--- src/rtl/fetch_queue_if.sv ---
// Bundles the instruction-memory and decode-side signals of the fetch front end.
// The fetch_queue drives through the master modport; the environment uses slave.
interface fetch_queue_if #(
  parameter int AW    = 32,
  parameter int IW    = 32,
  parameter int DEPTH = 4
) ();
  localparam int CW = $clog2(DEPTH + 1);

  logic          imem_req;
  logic [AW-1:0] imem_addr;
  logic [IW-1:0] imem_data;
  logic          redirect;
  logic [AW-1:0] redirect_pc;
  logic          stall;
  logic          out_valid;
  logic [IW-1:0] out_instr;
  logic [AW-1:0] out_pc;
  logic [AW-1:0] out_pc_next;
  logic [CW-1:0] count;

  modport master (
    output imem_req, imem_addr, out_valid, out_instr, out_pc, out_pc_next, count,
    input  imem_data, redirect, redirect_pc, stall
  );

  modport slave (
    input  imem_req, imem_addr, out_valid, out_instr, out_pc, out_pc_next, count,
    output imem_data, redirect, redirect_pc, stall
  );
endinterface

--- src/rtl/fetch_queue.sv ---
// Instruction-fetch front end: owns the PC, issues synchronous-read fetches and
// buffers returned instructions in a DEPTH-entry queue for decode.
module fetch_queue #(
  parameter int            AW       = 32,
  parameter int            IW       = 32,
  parameter int            DEPTH    = 4,
  parameter logic [AW-1:0] RESET_PC = '0,
  parameter logic [AW-1:0] STEP     = AW'(1)
) (
  input logic          clock,
  input logic          reset,
  fetch_queue_if.master bus
);
  localparam int PW = $clog2(DEPTH);
  localparam int CW = $clog2(DEPTH + 1);
  localparam logic [CW:0] DEPTH_W = (CW + 1)'(DEPTH);

  logic [AW-1:0] fetch_pc;
  logic [AW-1:0] inflight_pc;
  logic          inflight;
  logic [PW-1:0] head;
  logic [PW-1:0] tail;
  logic [CW-1:0] count;

  logic [IW-1:0] q_instr [DEPTH];
  logic [AW-1:0] q_pc    [DEPTH];

  logic          valid;
  logic          deq;
  logic          issue;
  logic [CW:0]   occ;

  always_comb begin
    valid = reset && !bus.redirect && (count != '0);
    deq   = valid && !bus.stall;
    // Occupancy after this edge if the in-flight word lands; never underflows
    // because deq implies count >= 1.
    occ   = {1'b0, count} + (CW + 1)'(inflight) - (CW + 1)'(deq);
    issue = reset && (bus.redirect || (occ < DEPTH_W));
  end

  assign bus.imem_req    = issue;
  assign bus.imem_addr   = (reset && bus.redirect) ? bus.redirect_pc : fetch_pc;
  assign bus.out_valid   = valid;
  assign bus.out_instr   = q_instr[head];
  assign bus.out_pc      = q_pc[head];
  assign bus.out_pc_next = q_pc[head] + STEP;
  assign bus.count       = count;

  always_ff @(posedge clock) begin
    if (!reset) begin
      fetch_pc    <= RESET_PC;
      inflight    <= 1'b0;
      inflight_pc <= RESET_PC;
      head        <= '0;
      tail        <= '0;
      count       <= '0;
    end else if (bus.redirect) begin
      head        <= tail;
      count       <= '0;
      inflight    <= 1'b1;
      inflight_pc <= bus.redirect_pc;
      fetch_pc    <= bus.redirect_pc + STEP;
    end else begin
      if (inflight) tail <= tail + PW'(1);
      if (deq)      head <= head + PW'(1);
      count    <= occ[CW-1:0];
      inflight <= issue;
      if (issue) begin
        inflight_pc <= fetch_pc;
        fetch_pc    <= fetch_pc + STEP;
      end
    end
  end

  // Queue storage needs no reset; entries are only read once counted valid.
  always_ff @(posedge clock) begin
    if (reset && !bus.redirect && inflight) begin
      q_instr[tail] <= bus.imem_data;
      q_pc[tail]    <= inflight_pc;
    end
  end
endmodule

--- src/flat_wrapper.sv ---
// flat-port wrapper written by rule: the top's interface ports become plain ports
module fetch_queue_flat 
#(
  parameter int            AW       = 32,
  parameter int            IW       = 32,
  parameter int            DEPTH    = 4,
  parameter logic [AW-1:0] RESET_PC = '0,
  parameter logic [AW-1:0] STEP     = AW'(1)
)
  (clock, reset, bus_imem_req, bus_imem_addr, bus_out_valid, bus_out_instr, bus_out_pc, bus_out_pc_next, bus_count, bus_imem_data, bus_redirect, bus_redirect_pc, bus_stall);
  fetch_queue_if #(.AW(AW), .IW(IW), .DEPTH(DEPTH)) bus_i ();
  input logic clock;
  input logic reset;
  output wire logic [$bits(bus_i.imem_req)-1:0] bus_imem_req;
  output wire logic [$bits(bus_i.imem_addr)-1:0] bus_imem_addr;
  output wire logic [$bits(bus_i.out_valid)-1:0] bus_out_valid;
  output wire logic [$bits(bus_i.out_instr)-1:0] bus_out_instr;
  output wire logic [$bits(bus_i.out_pc)-1:0] bus_out_pc;
  output wire logic [$bits(bus_i.out_pc_next)-1:0] bus_out_pc_next;
  output wire logic [$bits(bus_i.count)-1:0] bus_count;
  input wire logic [$bits(bus_i.imem_data)-1:0] bus_imem_data;
  input wire logic [$bits(bus_i.redirect)-1:0] bus_redirect;
  input wire logic [$bits(bus_i.redirect_pc)-1:0] bus_redirect_pc;
  input wire logic [$bits(bus_i.stall)-1:0] bus_stall;
  assign bus_imem_req = bus_i.imem_req;
  assign bus_imem_addr = bus_i.imem_addr;
  assign bus_out_valid = bus_i.out_valid;
  assign bus_out_instr = bus_i.out_instr;
  assign bus_out_pc = bus_i.out_pc;
  assign bus_out_pc_next = bus_i.out_pc_next;
  assign bus_count = bus_i.count;
  assign bus_i.imem_data = bus_imem_data;
  assign bus_i.redirect = bus_redirect;
  assign bus_i.redirect_pc = bus_redirect_pc;
  assign bus_i.stall = bus_stall;
  fetch_queue #(.AW(AW), .IW(IW), .DEPTH(DEPTH), .RESET_PC(RESET_PC), .STEP(STEP)) u_core (.clock(clock), .reset(reset), .bus(bus_i));
endmodule
--- config.mk ---
export PLATFORM = sky130hd
export DESIGN_NAME = fetch_queue_flat
export DESIGN_NICKNAME = d
export VERILOG_FILES = /design/src/rtl/fetch_queue_if.sv /design/src/rtl/fetch_queue.sv /design/src/flat_wrapper.sv
export SDC_FILE = /design/constraint.sdc
export NUM_CORES = 1
export LEC_CHECK = 0
export ABC_CLOCK_PERIOD_IN_PS = 3430
export CAP_MARGIN = 20
export CORE_MARGIN = 1.5
export CORE_UTILIZATION = 35
export CTS_BUF_LIST = sky130_fd_sc_hd__clkbuf_4 sky130_fd_sc_hd__clkbuf_8
export CTS_CLUSTER_SIZE = 24
export DETAILED_ROUTE_END_ITERATION = 8
export MAX_ROUTING_LAYER = met4
export SETUP_SLACK_MARGIN = 0.3
export SYNTH_ARGS = -nofsm -noshare
export SYNTH_HDL_FRONTEND = slang
export SYNTH_SLANG_ARGS = --single-unit
--- constraint.sdc ---
create_clock -name clock -period 3.43 [get_ports clock]
set_input_delay 0.5145 -clock clock [delete_from_list [all_inputs] [get_ports clock]]
set_output_delay 0.5145 -clock clock [all_outputs]
set_load 0.03 [all_outputs]
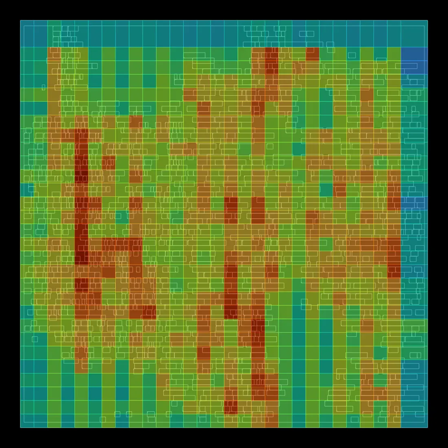
final_congestion.png
Core Util, Final: 49.38%
GRT Overall Usage: 18.57%

==> job_summary.md <==
## PnR job results

| Metric | Value |
|---|---|
| Power Dens Cells | a little under 500 nW/um^2 |
| Leak | 7.593 nW |
| Met3 Use GR | 3.312% |
| AO/OA Area Share | a little under 6% |
| DRC errors left | 0 |
| Routed vias/inst | between 5 and 6 |
| CTS Buf Count | 56 |
| Comb gates | around 580 |
| Logic area | around 5700 sq um |
| Bufs on Longest Clock Path | 3 |
| Port Buffer Count | 200 |
| DP HPWL | roughly 25000 um |
| Worst R2R End | u_core.fetch_pc[4]$_SDFFE_PN0P_ |
| CP Launch Type | flop |
| Failing checks | negative setup slack |
| Area share of fa/ha/maj cells after synthesis | less than 1% |
| Crit path capture | bus_imem_req |
| Status | finished, violations left |
| Period minus WS final | between 3000 and 4000 ps |
| Die width | around 210 um |
| Worst Setup SP | u_core.bus.count[1]$_SDFF_PP0_ |
| CP required | roughly 3000 ps |
| H-tree levels | 2 |
| Hold Violations, Final | 0 |
| Worst-Margin Slew | 511.1 ps |
| Gr ovfl total | 0 |
| Fin worst setup slack | -32.10 ps |
| Initial antenna violation count | 0 |
| Tap Cells | approximately 530 |
| Final setup violation count | 4 |
| Global route hottest layer | met2 |
| Max-slew violation count | 0 |
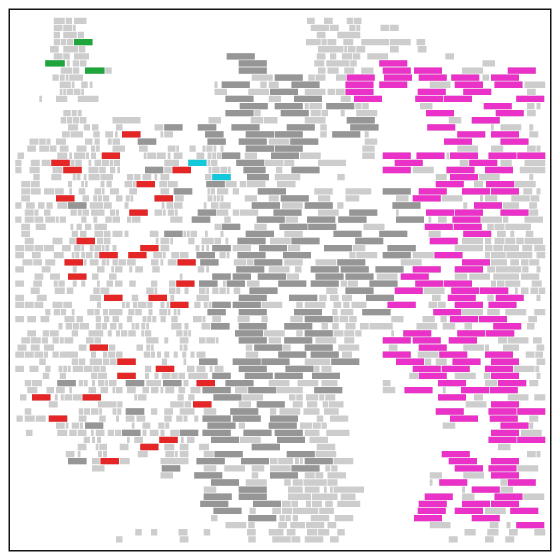
registers.png
Other sequential cells in the stronger grey, the rest of the logic in the fainter grey.
legend:
  magenta:
    signal: `u_core.q_instr`
    placed_flops: 128
    where: a vertical strip on the right
  green:
    signal: `u_core.bus.count`
    placed_flops: 3
  cyan:
    signal: `u_core.head`
    placed_flops: 2
  red:
    signal: `u_core.fetch_pc`
    placed_flops: 32
    where: middle left
not coloured: 165
Power Sequential: 4.54 mW
Seq. cell area: 9179 sq um
flop share of the area: 45.42%

-- critical path, stage by stage (launching register included) --
cell       delay [ps]
dfxtp_2           330
nor3_4            230
nor3_4             50
ha_1              270
inv_1              60
ha_2              170
inv_2              40
fa_2              350
nand4bb_1         200
mux2i_2           250
nor2_4             60
nand2_2            80
nand2_2            70
inv_2              90
buf_6             130
-- state kept, by name, indices dropped and copies added, names as in the netlist, named ones only --
register and count:
u_core.bus.count 3, u_core.fetch_pc 32, u_core.head 2, u_core.inflight 1, u_core.inflight_pc 32, u_core.q_instr 128
u_core.q_pc 128, u_core.tail 2
-- report_power, final --
part	total, mW	internal, mW	switching [mW]
sequential	4.54	4.42	0.116
clock	3.81	2.24	1.56
combinational	1.53	0.716	0.815
total	9.88	7.38	2.49
-- placed cells by master, fill, tap and decap left out, types with 12 or more instances in the layout --
master and count:
edfxtp_1 256, buf_4 119, clkdlybuf4s50_1 98, dfxtp_1 70, mux4_2 64, clkbuf_8 62
nand2_1 54, nor2_1 40, mux2_2 36, mux2i_1 34, nand3_1 29, xnor2_1 28
o211a_1 24, xor2_1 23, buf_12 22, a211oi_1 21, buf_6 21, a21oi_1 20
clkbuf_4 19, dlygate4sd2_1 19, o21ai_0 17, clkbuf_2 16, clkinv_1 15, inv_1 13
nand3b_1 13, nor3_1 13, dlymetal6s2s_1 12
-- per-stage QoR --
stage	cell area (sq um)	power, mW	utilization (%)
final	20210	9.877	49.38
after global placement	17860	6.015	43.64
after global routing	20210	10.27	49.38
after floorplan	14630	5.369	-
after CTS	20000	9.977	48.88
after detailed placement	17860	6.028	43.64
-- timing repair --
item,4_1_cts,5_1_grt
hold endpoints to repair,0,0
pin swaps,39,37
buffers inserted,43,8
cloned,3,0
hold buffers,0,0
endpoints found under the setup margin,112,107
gates resized,174,91
Power and IR drop assume default switching activity.
